final_clocks.png
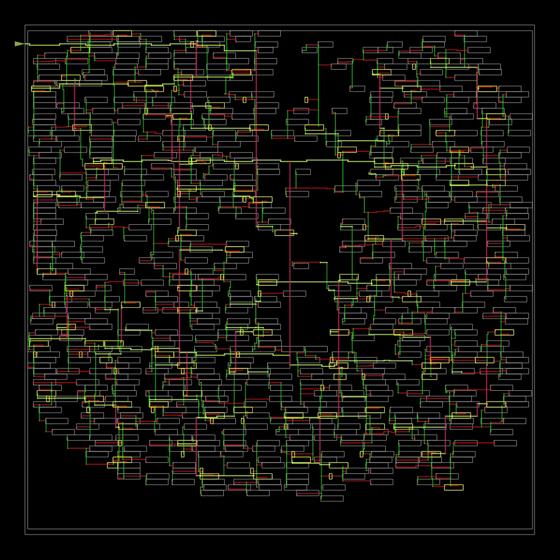
port_nets.png
Scale bar: 100 um.
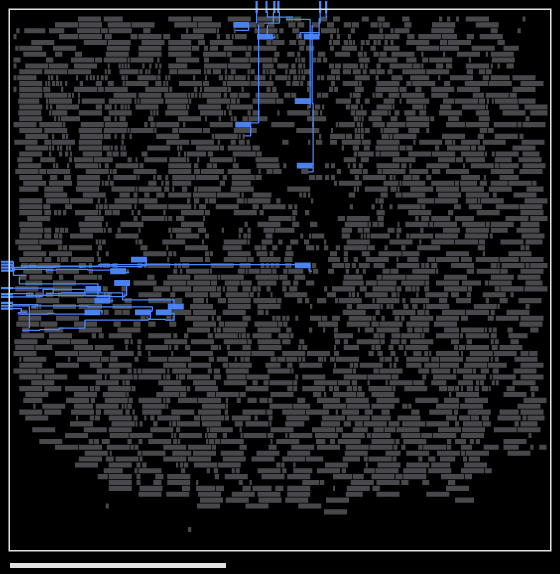
zoom.png
Window x 43 to 83, y 168 to 208 um. Cells in gray, sequential cells in the stronger gray; small squares are vias.
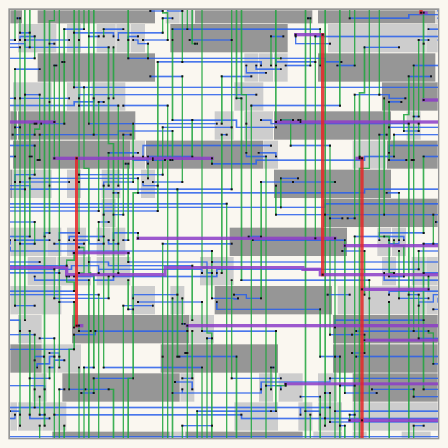
Design fir_coeff_loader_flat, sky130hd; sources not shown.
==> metrics.cfg <==
[run_status]
status=finished, violations left
violations=setup timing

[logic_synthesis]
ys_sh_adder_pct=0.09018
ff_type=edfxtp_1
fp_nets=1845
syn_inst=1815
synth.top_cells.by_count=edfxtp_1, nand2_1, nor2_1
simple_gate_share_pct=7.917
ys_top_cells_by_area=edfxtp_1, mux2i_1, nand2_1
yosysChipArea_um2=27750
yosys_warnings=0

[final_layout]
mostFrequentLayoutCell=edfxtp_1
clock_area_share_pct=7.932
nNonClkInverters=6
layout-drive-gt1-share_pct=23.94
fillCellCount=4871
buffers=232
final-seq-area_um2=20300

[run]
cap_violations=0

[floorplan]
fp_util_pct=45.72
rows=90
core_area_um2=60700
tap-cell-count=782

[timing]
final.min_clock_period_ns=2.753
fin_ws_ns=-0.05318
drv_slew=0
final-setup-viol-count=14
setup_tns_ns=-0.3830

[power_and_ir_drop]
powerDensity_nw_per_um2=723.5
power_frac_clock_pct=44.6
power-top-group=registers

[global_routing]
met1_usage_pct=42.35
busiest_layer=met2
grtUsageMet2_pct=47.79

[critical_path]
critical_path.max_stage_delay_ns=0.41
end_kind=flop

[worst_hold_path]
hold_path.class=in -> reg
whs_path_depth=1

[detailed_routing]
route.met3.wl_mm=9.690
drt_first_pass_iters=6

[clocking]
cts-root-buf=clkbuf_16

## Picture notes: final_clocks.png
P_clk: 0.0109 W
clk latency late pin: 0.65 ns
Inserted Clock Buffers: 95

## Picture notes: port_nets.png
| color | port | bits | direction | end cells | buffers | wire |
|---|---|---|---|---|---|---|
| blue | `axis_coeff` | 16 | output | 16 | 16 | 1,060 um |
I/O Buffers: 50
I/O pin cnt: 52

## Picture notes: zoom.png
| color | layer |
|---|---|
| red | met4 |
| blue | met1 |
| green | met2 |
| purple | met3 |
cells with their middle in the window: 76
sequential cells in the window: 17
most frequent: nand2_1 (19), edfxtp_1 (17), nor2_1 (9)

Power figures rest on the tool's default switching activity, not on a simulated workload.
